`src/rtl/pipe_id_ctrl_pkg.sv`:
```
// rtl/pipe_id_ctrl_pkg.sv - MIPS decode codes and next-PC select constants shared by ID and the IF mux
package mips_defs;

    localparam logic [5:0] OP_SPECIAL = 6'h00;
    localparam logic [5:0] OP_REGIMM  = 6'h01;
    localparam logic [5:0] OP_J       = 6'h02;
    localparam logic [5:0] OP_JAL     = 6'h03;
    localparam logic [5:0] OP_BEQ     = 6'h04;
    localparam logic [5:0] OP_BNE     = 6'h05;
    localparam logic [5:0] OP_BLEZ    = 6'h06;
    localparam logic [5:0] OP_BGTZ    = 6'h07;

    localparam logic [5:0] FN_JR      = 6'h08;
    localparam logic [5:0] FN_JALR    = 6'h09;

    localparam logic [4:0] RT_BLTZ    = 5'h00;
    localparam logic [4:0] RT_BGEZ    = 5'h01;
    localparam logic [4:0] RT_BLTZAL  = 5'h10;
    localparam logic [4:0] RT_BGEZAL  = 5'h11;

    localparam logic [31:0] ERET_INSTR = 32'h4200_0018;

    localparam logic [2:0] PC_SEL_SEQ = 3'd0;
    localparam logic [2:0] PC_SEL_BR  = 3'd1;
    localparam logic [2:0] PC_SEL_J   = 3'd2;
    localparam logic [2:0] PC_SEL_JR  = 3'd3;
    localparam logic [2:0] PC_SEL_EPC = 3'd4;

endpackage

```
`src/rtl/pipe_id_ctrl_if.sv`:
```
// rtl/pipe_id_ctrl_if.sv - IF->ID and ID->EX handshake bundle around the ID stage
interface pipe_id_ctrl_if;
    logic        if_id_validto;
    logic [31:0] if_pc;
    logic [31:0] if_instr;
    logic        id_allowin;
    logic        flush_if_id;
    logic [2:0]  pc_mux_sel;
    logic [25:0] imm_out;
    logic [31:0] rs_pc_out;
    logic        ex_allowin;
    logic        id_ex_validto;
    logic [31:0] id_pc;
    logic [31:0] id_instr;

    // master is the surrounding pipeline (IF producer, EX consumer)
    modport master (
        output if_id_validto, if_pc, if_instr, ex_allowin,
        input  id_allowin, flush_if_id, pc_mux_sel, imm_out, rs_pc_out,
               id_ex_validto, id_pc, id_instr
    );

    modport slave (
        input  if_id_validto, if_pc, if_instr, ex_allowin,
        output id_allowin, flush_if_id, pc_mux_sel, imm_out, rs_pc_out,
               id_ex_validto, id_pc, id_instr
    );
endinterface

```
`src/rtl/pipe_id_ctrl_br_cond.sv`:
```
// rtl/pipe_id_ctrl_br_cond.sv - combinational branch/jump/eret classifier for the held ID instruction
module br_cond
    import mips_defs::*;
(
    input  logic [31:0] i_instr,
    input  logic [31:0] i_rs_data,
    input  logic [31:0] i_rt_data,
    output logic        o_taken,
    output logic        o_is_jump,
    output logic        o_is_jr,
    output logic        o_is_eret
);

    logic [5:0] w_op;
    logic [4:0] w_rt;
    logic [5:0] w_funct;
    logic       w_rs_neg;
    logic       w_rs_zero;

    assign w_op      = i_instr[31:26];
    assign w_rt      = i_instr[20:16];
    assign w_funct   = i_instr[5:0];
    assign w_rs_neg  = i_rs_data[31];
    assign w_rs_zero = (i_rs_data == 32'd0);

    always_comb begin
        o_taken = 1'b0;
        case (w_op)
            OP_BEQ:    o_taken = (i_rs_data == i_rt_data);
            OP_BNE:    o_taken = (i_rs_data != i_rt_data);
            OP_BLEZ:   o_taken = w_rs_neg | w_rs_zero;
            OP_BGTZ:   o_taken = !w_rs_neg && !w_rs_zero;
            OP_REGIMM: begin
                // linking variants share the condition; the link write is EX's job
                case (w_rt)
                    RT_BLTZ, RT_BLTZAL: o_taken = w_rs_neg;
                    RT_BGEZ, RT_BGEZAL: o_taken = !w_rs_neg;
                    default:            o_taken = 1'b0;
                endcase
            end
            default:   o_taken = 1'b0;
        endcase
    end

    assign o_is_jump = (w_op == OP_J) || (w_op == OP_JAL);
    assign o_is_jr   = (w_op == OP_SPECIAL) && ((w_funct == FN_JR) || (w_funct == FN_JALR));
    assign o_is_eret = (i_instr == ERET_INSTR);

endmodule

```
`src/rtl/pipe_id_ctrl.sv`:
```
// rtl/pipe_id_ctrl.sv - ID stage front end: IF/ID register, back-pressure, branch resolution, EX handoff
module pipe_id_ctrl
    import mips_defs::*;
#(
    parameter logic [31:0] RESET_PC = 32'h0000_0000
) (
    input  logic          clk,
    input  logic          rst,
    input  logic          stall_in,
    input  logic          flush_id,
    input  logic [31:0]   rs_data,
    input  logic [31:0]   rt_data,
    pipe_id_ctrl_if.slave bus
);

    logic        r_id_valid;
    logic [31:0] r_id_pc;
    logic [31:0] r_id_instr;

    logic        w_ready_go;
    logic        w_allowin;
    logic        w_go;
    logic        w_flush_if_id;
    logic        w_load;
    logic        w_taken;
    logic        w_is_jump;
    logic        w_is_jr;
    logic        w_is_eret;
    logic [2:0]  w_pc_sel;

    br_cond u_br_cond (
        .i_instr   (r_id_instr),
        .i_rs_data (rs_data),
        .i_rt_data (rt_data),
        .o_taken   (w_taken),
        .o_is_jump (w_is_jump),
        .o_is_jr   (w_is_jr),
        .o_is_eret (w_is_eret)
    );

    assign w_ready_go    = !stall_in;
    assign w_allowin     = !r_id_valid || (w_ready_go && bus.ex_allowin);
    assign w_go          = r_id_valid && w_ready_go && !flush_id;
    // eret has no delay slot: the sequential fetch arriving now is squashed
    assign w_flush_if_id = w_go && w_is_eret && bus.ex_allowin;
    assign w_load        = bus.if_id_validto && !w_flush_if_id;

    always_ff @(posedge clk) begin
        if (rst) begin
            r_id_valid <= 1'b0;
            r_id_pc    <= RESET_PC;
            r_id_instr <= 32'd0;
        end else if (flush_id) begin
            r_id_valid <= 1'b0;
        end else if (w_allowin) begin
            r_id_valid <= w_load;
            if (w_load) begin
                r_id_pc    <= bus.if_pc;
                r_id_instr <= bus.if_instr;
            end
        end
    end

    always_comb begin
        w_pc_sel = PC_SEL_SEQ;
        if (w_go) begin
            if (w_is_eret)      w_pc_sel = PC_SEL_EPC;
            else if (w_is_jr)   w_pc_sel = PC_SEL_JR;
            else if (w_is_jump) w_pc_sel = PC_SEL_J;
            else if (w_taken)   w_pc_sel = PC_SEL_BR;
        end
    end

    assign bus.id_allowin    = w_allowin;
    assign bus.flush_if_id   = w_flush_if_id;
    assign bus.pc_mux_sel    = w_pc_sel;
    assign bus.imm_out       = r_id_instr[25:0];
    assign bus.rs_pc_out     = rs_data;
    assign bus.id_ex_validto = w_go;
    assign bus.id_pc         = r_id_pc;
    assign bus.id_instr      = r_id_instr;

endmodule

```
`src/flat_wrapper.sv`:
```
// flat-port wrapper written by rule: the top's interface ports become plain ports
module pipe_id_ctrl_flat import mips_defs::*;
#(
    parameter logic [31:0] RESET_PC = 32'h0000_0000
)
  (clk, rst, stall_in, flush_id, rs_data, rt_data, bus_if_id_validto, bus_if_pc, bus_if_instr, bus_ex_allowin, bus_id_allowin, bus_flush_if_id, bus_pc_mux_sel, bus_imm_out, bus_rs_pc_out, bus_id_ex_validto, bus_id_pc, bus_id_instr);
  pipe_id_ctrl_if bus_i ();
  input  logic clk;
  input  logic rst;
  input  logic stall_in;
  input  logic flush_id;
  input  logic [31:0] rs_data;
  input  logic [31:0] rt_data;
  input wire logic [$bits(bus_i.if_id_validto)-1:0] bus_if_id_validto;
  input wire logic [$bits(bus_i.if_pc)-1:0] bus_if_pc;
  input wire logic [$bits(bus_i.if_instr)-1:0] bus_if_instr;
  input wire logic [$bits(bus_i.ex_allowin)-1:0] bus_ex_allowin;
  output wire logic [$bits(bus_i.id_allowin)-1:0] bus_id_allowin;
  output wire logic [$bits(bus_i.flush_if_id)-1:0] bus_flush_if_id;
  output wire logic [$bits(bus_i.pc_mux_sel)-1:0] bus_pc_mux_sel;
  output wire logic [$bits(bus_i.imm_out)-1:0] bus_imm_out;
  output wire logic [$bits(bus_i.rs_pc_out)-1:0] bus_rs_pc_out;
  output wire logic [$bits(bus_i.id_ex_validto)-1:0] bus_id_ex_validto;
  output wire logic [$bits(bus_i.id_pc)-1:0] bus_id_pc;
  output wire logic [$bits(bus_i.id_instr)-1:0] bus_id_instr;
  assign bus_i.if_id_validto = bus_if_id_validto;
  assign bus_i.if_pc = bus_if_pc;
  assign bus_i.if_instr = bus_if_instr;
  assign bus_i.ex_allowin = bus_ex_allowin;
  assign bus_id_allowin = bus_i.id_allowin;
  assign bus_flush_if_id = bus_i.flush_if_id;
  assign bus_pc_mux_sel = bus_i.pc_mux_sel;
  assign bus_imm_out = bus_i.imm_out;
  assign bus_rs_pc_out = bus_i.rs_pc_out;
  assign bus_id_ex_validto = bus_i.id_ex_validto;
  assign bus_id_pc = bus_i.id_pc;
  assign bus_id_instr = bus_i.id_instr;
  pipe_id_ctrl #(.RESET_PC(RESET_PC)) u_core (.clk(clk), .rst(rst), .stall_in(stall_in), .flush_id(flush_id), .rs_data(rs_data), .rt_data(rt_data), .bus(bus_i));
endmodule
```
`config.mk`:
```
export PLATFORM = sky130hd
export DESIGN_NAME = pipe_id_ctrl_flat
export DESIGN_NICKNAME = d
export VERILOG_FILES = /design/src/rtl/pipe_id_ctrl_pkg.sv /design/src/rtl/pipe_id_ctrl_if.sv /design/src/rtl/pipe_id_ctrl_br_cond.sv /design/src/rtl/pipe_id_ctrl.sv /design/src/flat_wrapper.sv
export SDC_FILE = /design/constraint.sdc
export NUM_CORES = 1
export LEC_CHECK = 0
export CAP_MARGIN = 20
export CORE_ASPECT_RATIO = 0.6
export CORE_UTILIZATION = 37
export CTS_CLUSTER_SIZE = 28
export DETAILED_ROUTE_END_ITERATION = 8
export HOLD_SLACK_MARGIN = 0.08
export PLACE_DENSITY = 0.89
export SYNTH_ARGS = -nofsm -noshare
export SYNTH_HDL_FRONTEND = slang
export SYNTH_SLANG_ARGS = --single-unit
```
`constraint.sdc`:
```
create_clock -name clk -period 3.7 [get_ports clk]
set_input_delay 0.555 -clock clk [delete_from_list [all_inputs] [get_ports clk]]
set_output_delay 0.555 -clock clk [all_outputs]
set_load 0.1 [all_outputs]
```
Figure 1. Port wiring.
Scale bar: 50 um.
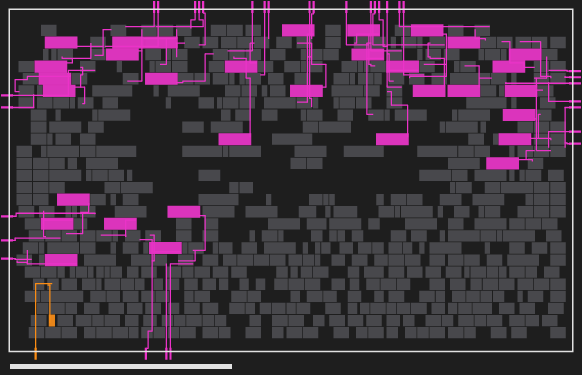
| port | color | direction | edge | end cells | buffers | wire |
|---|---|---|---|---|---|---|
| `bus_flush_if_id` | orange | output | bottom | 1 | 1 | 27.4 um |
| `bus_id_pc` | magenta | output | 17 top, 7 right, 5 left, 3 bottom | 32 | 32 | 895 um |

Figure 2. Gate families picked out.
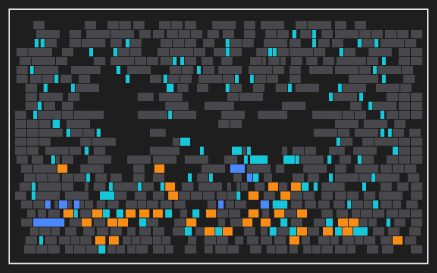
| family | color | cells |
|---|---|---|
| inverting AOI/OAI gates | blue | 8 |
| NOR gates | cyan | 96 |
| XOR/XNOR gates | orange | 34 |

Figure 3. Layout detail.
Scale bar: 10 um. Window x 19 to 44, y 7 to 32 um. Cells in gray, sequential cells in the stronger gray; small squares are vias.
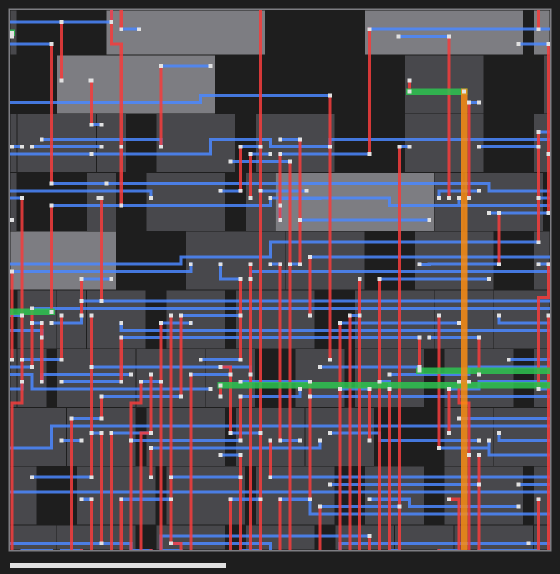
| layer | color |
|---|---|
| met4 | orange |
| met3 | green |
| met1 | blue |
| met2 | red |
netlist names of flops here include: `u_core.bus.id_pc` (3)
sequential cells in the window: 5
most frequent: clkdlybuf4s50_1 (17), xor2_1 (6), dfxtp_1 (5)
cells with their middle in the window: 46

Figure 4. Metal 3.
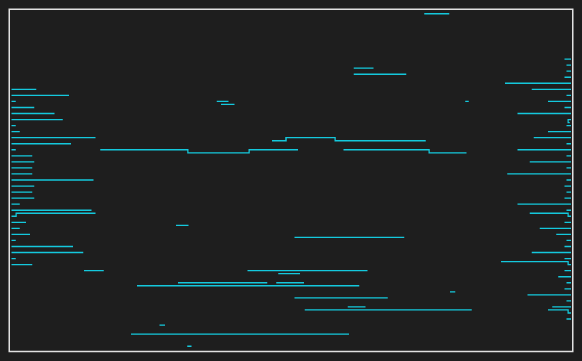
nets with wire on the layer: 93
share of all routed wire: 6.7%

Figure 5. Track usage over the die.
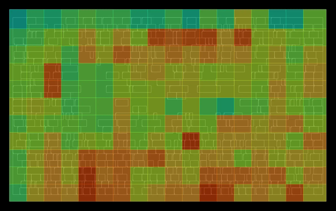
met1 usage: 0.323
Overall Global Routing Usage: 0.239

==> impl_metrics.ini <==
; synthesis and place-and-route metrics
[setup_path]
r2r_start = u_core.bus.id_instr[16]$_SDFFE_PP0P_
cp_max_fo = 2
worstPathCellList = clkdlybuf4s50_1 -> xor2_1 -> nor4_1 -> nand4_1 -> or3_2 -> a211o_1 -> a31oi_2 -> buf_12
crit_end = bus_pc_mux_sel[0]
cp_num_buf_inv = 2

[routing]
vias = 3255
routed.top_layer = met4
drc = 0

[power]
p_per_area_mw_per_mm2 = 419
combPwrFrac = 0.379
switchingPower_mw = 0.939
leakage_nw = 2.58
clockPowerShare = 0.309
switching_share = 0.381
vdd_drop_max_mv = 0.312
pg_comb_mw = 0.934

[synthesis]
edf_count = 0
yosys-top-cells-count = nor2_1, dfxtp_1, mux2i_1, buf_4, xor2_1
yosysTopAreaCell = dfxtp_1
yosys_area_mm2 = 0.00344
syn_nets = 493
ys_types = 26
synth-xor-area-share = 0.0866
async_flop_share = 0
synth_top_area_share = 0.378

[sta]
fin_hold_ws_ps = 494
setup_viol = 0
fin_skew_ps = 4.44
setup_slack_ps = 166

[flow_run]
tool_warnings = 27

[placed_design]
placed_area_mm2 = 0.00558
io_buffers = 261
place_hpwl_um = 9450

[die]
fp_util = 0.393

[grt]
grt_start_max_net_pins = 66
met3_usage = 0.0677
grt_use_met2 = 0.384

[clocking]
clk_latency_ps = 310

[status]
status = finished, final reports clean

[finish]
clkbuf_count = 13
seqCellArea_mm2 = 0.00130
diodes = 0
top_area_cell_class = non-clock buffers
post-route-util = 0.673
final-clk-cell-share = 0.0459
nonClkBufAreaFrac = 0.440
seq_share = 0.221
layout.non_clock_buffers = 266
combGateArea_mm2 = 0.00158

[hold_path]
holdPathStages = 2
